===== src/rtl/dbg_pkg.sv =====
// Shared types for the debug register access engine: command opcodes and FSM states.
package dbg_pkg;

  localparam int unsigned DBG_OP_W = 2;

  typedef enum logic [DBG_OP_W-1:0] {
    OP_READ   = 2'b00,
    OP_WRITE  = 2'b01,
    OP_HALT   = 2'b10,
    OP_RESUME = 2'b11
  } dbg_op_e;

  typedef enum logic [1:0] {
    IDLE,
    HALT_WAIT,
    ACCESS,
    RESP
  } dbg_state_e;

  // READ and WRITE are the only ops that reach the register-file port.
  function automatic logic op_is_gpr(input dbg_op_e op);
    return (op == OP_READ) || (op == OP_WRITE);
  endfunction

endpackage


===== src/rtl/dbg_halt_timer.sv =====
// Loadable up-counter that flags when the halt wait has run HALT_TIMEOUT cycles.
module dbg_halt_timer #(
  parameter int unsigned HALT_TIMEOUT = 255
) (
  input  logic clk_i,
  input  logic rst_n_i,
  input  logic load_i,
  input  logic inc_i,
  output logic tc_o
);

  localparam int unsigned CNT_W = $clog2(HALT_TIMEOUT + 1);
  localparam logic [CNT_W-1:0] TC_VAL = CNT_W'(HALT_TIMEOUT - 1);

  logic [CNT_W-1:0] cnt_q, cnt_d;

  always_comb begin
    cnt_d = cnt_q;
    if (load_i) begin
      cnt_d = '0;
    end else if (inc_i) begin
      cnt_d = cnt_q + CNT_W'(1);
    end
  end

  always_ff @(posedge clk_i or negedge rst_n_i) begin
    if (!rst_n_i) begin
      cnt_q <= '0;
    end else begin
      cnt_q <= cnt_d;
    end
  end

  assign tc_o = (cnt_q == TC_VAL);

endmodule


===== src/rtl/dbg_reg_access.sv =====
// Debug register access engine: halts the core, then reads/writes a GPR through the
// register file's debug port and returns the result on a valid/ready response channel.
module dbg_reg_access
  import dbg_pkg::*;
#(
  parameter int unsigned DATA_W       = 32,
  parameter int unsigned ADDR_W       = 5,
  parameter int unsigned HALT_TIMEOUT = 255
) (
  input  logic                clk_i,
  input  logic                rst_n_i,
  input  logic                cmd_valid_i,
  output logic                cmd_ready_o,
  input  logic [DBG_OP_W-1:0] cmd_op_i,
  input  logic [ADDR_W-1:0]   cmd_addr_i,
  input  logic [DATA_W-1:0]   cmd_wdata_i,
  output logic                rsp_valid_o,
  input  logic                rsp_ready_i,
  output logic [DATA_W-1:0]   rsp_rdata_o,
  output logic                rsp_err_o,
  output logic                halt_req_o,
  input  logic                halted_i,
  output logic                jtag_en_o,
  output logic [ADDR_W-1:0]   jtag_addr_o,
  output logic [DATA_W-1:0]   jtag_data_o,
  input  logic [DATA_W-1:0]   jtag_data_i
);

  dbg_state_e        state_q, state_d;
  dbg_op_e           op_q, op_d;
  dbg_op_e           cmd_op;
  logic [ADDR_W-1:0] addr_q, addr_d;
  logic [DATA_W-1:0] wdata_q, wdata_d;
  logic [DATA_W-1:0] rdata_q, rdata_d;
  logic              err_q, err_d;
  logic              halt_req_q, halt_req_d;
  logic              cmd_ready_q, cmd_ready_d;
  logic              timer_load, timer_inc, timer_tc;
  logic              in_access;

  assign cmd_op = dbg_op_e'(cmd_op_i);

  dbg_halt_timer #(
    .HALT_TIMEOUT(HALT_TIMEOUT)
  ) u_halt_timer (
    .clk_i  (clk_i),
    .rst_n_i(rst_n_i),
    .load_i (timer_load),
    .inc_i  (timer_inc),
    .tc_o   (timer_tc)
  );

  always_comb begin
    state_d    = state_q;
    op_d       = op_q;
    addr_d     = addr_q;
    wdata_d    = wdata_q;
    rdata_d    = rdata_q;
    err_d      = err_q;
    halt_req_d = halt_req_q;
    timer_load = 1'b0;
    timer_inc  = 1'b0;

    unique case (state_q)
      IDLE: begin
        if (cmd_valid_i && cmd_ready_q) begin
          op_d    = cmd_op;
          addr_d  = cmd_addr_i;
          wdata_d = cmd_wdata_i;
          rdata_d = '0;
          err_d   = 1'b0;
          if (cmd_op == OP_RESUME) begin
            halt_req_d = 1'b0;
            state_d    = RESP;
          end else begin
            halt_req_d = 1'b1;
            if (halted_i) begin
              state_d = op_is_gpr(cmd_op) ? ACCESS : RESP;
            end else begin
              state_d    = HALT_WAIT;
              timer_load = 1'b1;
            end
          end
        end
      end
      HALT_WAIT: begin
        timer_inc = 1'b1;
        // halted_i wins over the timeout when both land in the same cycle.
        if (halted_i) begin
          state_d = op_is_gpr(op_q) ? ACCESS : RESP;
        end else if (timer_tc) begin
          err_d   = 1'b1;
          state_d = RESP;
        end
      end
      ACCESS: begin
        if (op_q == OP_READ) begin
          rdata_d = jtag_data_i;
        end
        state_d = RESP;
      end
      RESP: begin
        if (rsp_ready_i) begin
          state_d = IDLE;
        end
      end
      default: state_d = IDLE;
    endcase

    // Registered so ready stays low while reset is held and for the first cycle after.
    cmd_ready_d = (state_d == IDLE);
  end

  always_ff @(posedge clk_i or negedge rst_n_i) begin
    if (!rst_n_i) begin
      state_q     <= IDLE;
      op_q        <= OP_READ;
      addr_q      <= '0;
      wdata_q     <= '0;
      rdata_q     <= '0;
      err_q       <= 1'b0;
      halt_req_q  <= 1'b0;
      cmd_ready_q <= 1'b0;
    end else begin
      state_q     <= state_d;
      op_q        <= op_d;
      addr_q      <= addr_d;
      wdata_q     <= wdata_d;
      rdata_q     <= rdata_d;
      err_q       <= err_d;
      halt_req_q  <= halt_req_d;
      cmd_ready_q <= cmd_ready_d;
    end
  end

  assign in_access   = (state_q == ACCESS);
  assign cmd_ready_o = cmd_ready_q;
  assign rsp_valid_o = (state_q == RESP);
  assign rsp_rdata_o = rdata_q;
  assign rsp_err_o   = err_q;
  assign halt_req_o  = halt_req_q;
  assign jtag_en_o   = in_access && (op_q == OP_WRITE);
  assign jtag_addr_o = in_access ? addr_q : '0;
  assign jtag_data_o = (in_access && (op_q == OP_WRITE)) ? wdata_q : '0;

endmodule


===== config.mk =====
export PLATFORM = sky130hd
export DESIGN_NAME = dbg_reg_access
export DESIGN_NICKNAME = d
export VERILOG_FILES = /design/src/rtl/dbg_pkg.sv /design/src/rtl/dbg_halt_timer.sv /design/src/rtl/dbg_reg_access.sv
export SDC_FILE = /design/constraint.sdc
export NUM_CORES = 1
export LEC_CHECK = 0
export ABC_AREA = 1
export CORE_MARGIN = 3
export CORE_UTILIZATION = 60
export CTS_CLUSTER_SIZE = 20
export DETAILED_ROUTE_END_ITERATION = 8
export DONT_BUFFER_PORTS = 1
export PLACE_DENSITY = 0.73
export SLEW_MARGIN = 30
export SYNTH_ARGS = -nofsm -noshare
export SYNTH_HDL_FRONTEND = slang
export SYNTH_SLANG_ARGS = --single-unit

===== constraint.sdc =====
create_clock -name clk_i -period 1.7 [get_ports clk_i]
set_clock_uncertainty 0.15 [all_clocks]
set_input_delay 0.34 -clock clk_i [delete_from_list [all_inputs] [get_ports clk_i]]
set_output_delay 0.34 -clock clk_i [all_outputs]
set_load 0.005 [all_outputs]

==> images/clock_wires.png <==
Scale bar: 20 um.
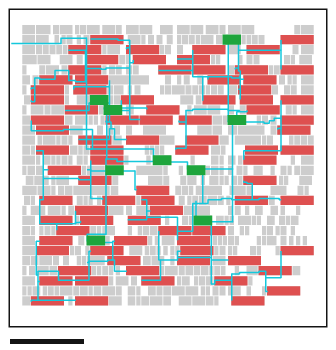
Cyan is clock wires, length 923 um. Green is clock-net drivers, count 9. Red is flip-flops, count 84.
Position of the flops: all over the die. There are 10 routed clock nets.
Clk network pwr share: 0.182
power consumed by the clock network: 0.00144 W
Clock Latency Late Sink: 340 ps

==> images/m3.png <==
Scale bar: 20 um.
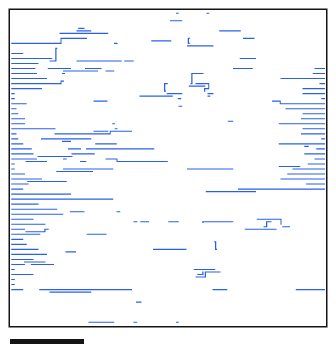
The layer holds 8.5% of the routed length. The layer carries 936 um of wire.
final wirelength: 11.1 mm
met3 track utilization from global routing: 0.0605
detailed-route via count: 3547

==> COMMIT_EDITMSG <==
Update PnR metrics after Yosys + OpenROAD run

- The run finished, with violations left.
* Violations in the final reports: negative hold slack, negative setup slack
* Unrepaired setup endpoints after global routing: true
- The die is 85.5 um tall.
- Post-Syn Instances: 455
- Final-layout worst hold slack: -470 ps
- The number of antenna violations at the first check in global routing came to 0.
- By area the synthesized netlist is led by sky130_fd_sc_hd__dfrtp_1 55%, sky130_fd_sc_hd__nand2_1 10%, sky130_fd_sc_hd__nand3_1 9.6%.
- In the Yosys stats the netlist draws on 25 distinct library cells.
- Source of the worst register-to-register timing path: state_q[1]
- First-pass GRT wire length: ~17 mm
- R2r endpoint: rsp_rdata_o[31]
- The buffer_ports step reported a buffer count of 0.
- Post-layout min period: between 1500 and 2000 ps
- Per the CTS log, the buffer count on the longest clock path is 2.
- Highest layer used for signal routing: met4
* Die area: 0.00732 sq mm
- Post-synth tally of flip-flops with integrated enable: 0
* Most used flip-flop cell after synthesis: sky130_fd_sc_hd__dfrtp_1
- Fraction of registers with async set/reset: 1.00
* Final setup violating endpoints: 38
- Max H-tree Level: 3
* Final design instance area without fill: 0.00498 sq mm
* OpenROAD warning count: 31
* Max Freq: 546 MHz
- The power report puts the leakage power at 2.42 nW.
- In this run the core area contains 28 standard-cell rows.
- The die is 85.5 um wide.
* Worst ir drop on vdd: 1040 uV
* Slew headroom: 0.820
- CTS Root Buffer Type: sky130_fd_sc_hd__clkbuf_8
- Total standard cell area after synthesis: 0.00380 sq mm
- OpenSTA lists the critical path startpoint as state_q[1].
* Num Clock Sinks: 84
- Starting Density: 0.630
- Nature of the critical path startpoint: flip-flop
* Synth Warn #: 0
- TritonCTS clock tree: yes
- Routability congestion estimate from global placement: slightly above 0.8
- The via count of the first global-routing pass is around 3600.
- Top-Level Pins: 150
- Count of instantiated cells in the yosys netlist: 455
* Post-DP Area: 0.00386 sq mm
- Final Hold Violating Endpoints: 84
* Post-detailed-route via-to-cell ratio: 5.83
* Cell depth of the worst flop-to-flop path: 8
* Max-area cell share: 0.554
* Worst Setup Slack, final: -130 ps
- Final cycle utilization of the critical path: 1.08
* Reg clk slew, reported paths: 80 ps
* Top cells by count, synth: 106 x sky130_fd_sc_hd__nand2_1, 84 x sky130_fd_sc_hd__dfrtp_1, 73 x sky130_fd_sc_hd__nand3_1, 50 x sky130_fd_sc_hd__inv_1
- The number of clock buffers added by TritonCTS is 9.
- Wire length on met3: 935 um
* Worst EP arrival: approximately 1300 ps
* DRC violations left: 0
* Final tally of max-slew violations: 0
==> power breakdown <==
group	internal [W]	leakage [nW]	total, W	switching (W)
Sequential	0.00297	1.07	0.00362	0.000647
Clock	0.000755	0.102	0.00144	0.000685
Combinational	0.00102	1.25	0.00287	0.00185
==> repair_timing <==
action,CTS,global route
cloned,1,0
buffers inserted,4,0
endpoints found under the hold margin,156,84
pin swaps,1,0
gates resized,36,16
endpoints found under the setup margin,38,71
==> state kept, by name (all words and copies together), names as in the netlist <==
name	count
addr_q	5
cmd_ready_o	1
halt_req_o	1
op_q	2
rsp_err_o	1
rsp_rdata_o	32
state_q	2
u_halt_timer.cnt_q	8
wdata_q	32
==> cells by family (layout without fill, tap and decap cells) <==
family	count (synthesis)	count (layout)	share of synthesized area
AND/OR/NAND/NOR	242	242	0.282
flip-flops	84	84	0.554
buffers and inverters	77	155	0.0903
AND-OR/OR-AND	49	49	0.0649
adder cells (fa/ha/maj)	2	2	0.00659
XOR/XNOR	1	1	0.00231
==> per-stage QoR <==
| step | TNS, ps | instances | setup slack [ps] | util |
|---|---|---|---|---|
| after floorplan | 0 | 455 | 125 | - |
| after global placement | 0 | 516 | 195 | 0.640 |
| after detailed placement | 0 | 516 | 147 | 0.640 |
| after CTS | -4430 | 608 | -133 | 0.816 |
| after global routing | -7260 | 608 | -236 | 0.827 |
| final | -4060 | 608 | -130 | 0.827 |
==> worst max-delay path, stage by stage (launching register included) <==
cell	delay, ps
sky130_fd_sc_hd__dfrtp_1	360
sky130_fd_sc_hd__inv_2	60
sky130_fd_sc_hd__nor2_4	130
sky130_fd_sc_hd__nand3_4	130
sky130_fd_sc_hd__buf_12	190
sky130_fd_sc_hd__nor2_2	120
==> per-layer routing <==
metal | track usage | vias to the layer above
li1 | - | 1588
met1 | 0.383 | 1700
met2 | 0.501 | 227
met3 | 0.0605 | 32
met4 | 0.124 | 0
met5 | 0 | -
==> final cells by class <==
type	instances	area, sq um
repair buffers	86	885
multi-input cells	294	1500
clock buffers	12	155
inverters	53	201
flip-flops and latches	84	2100
fillers	344	1040
well taps	75	93.8
clock inverters	4	47.5
==> placed cells by master, fill, tap and decap left out, types with 5 or more instances in the layout <==
master	count
sky130_fd_sc_hd__buf_4	10
sky130_fd_sc_hd__clkbuf_8	11
sky130_fd_sc_hd__dfrtp_1	84
sky130_fd_sc_hd__dlygate4sd3_1	71
sky130_fd_sc_hd__inv_1	48
sky130_fd_sc_hd__nand2_1	106
sky130_fd_sc_hd__nand2_2	5
sky130_fd_sc_hd__nand3_1	73
sky130_fd_sc_hd__nor2_1	8
sky130_fd_sc_hd__nor2_2	32
sky130_fd_sc_hd__nor2_4	7
sky130_fd_sc_hd__o21ai_0	46
==> how the worst min path moves through the flow <==
stage	startpoint	to	cells after the start
2_1_floorplan	rst_n_i	addr_q[0]	0
3_3_place_gp	rst_n_i	u_halt_timer.cnt_q[3]	0
5_1_grt	rst_n_i	rsp_rdata_o[22]	0
6_report	rst_n_i	u_halt_timer.cnt_q[3]	0
4_1_cts	rst_n_i	u_halt_timer.cnt_q[3]	0
3_5_place_dp	rst_n_i	u_halt_timer.cnt_q[3]	0
Power figures rest on the tool's default switching activity, not on a simulated workload.
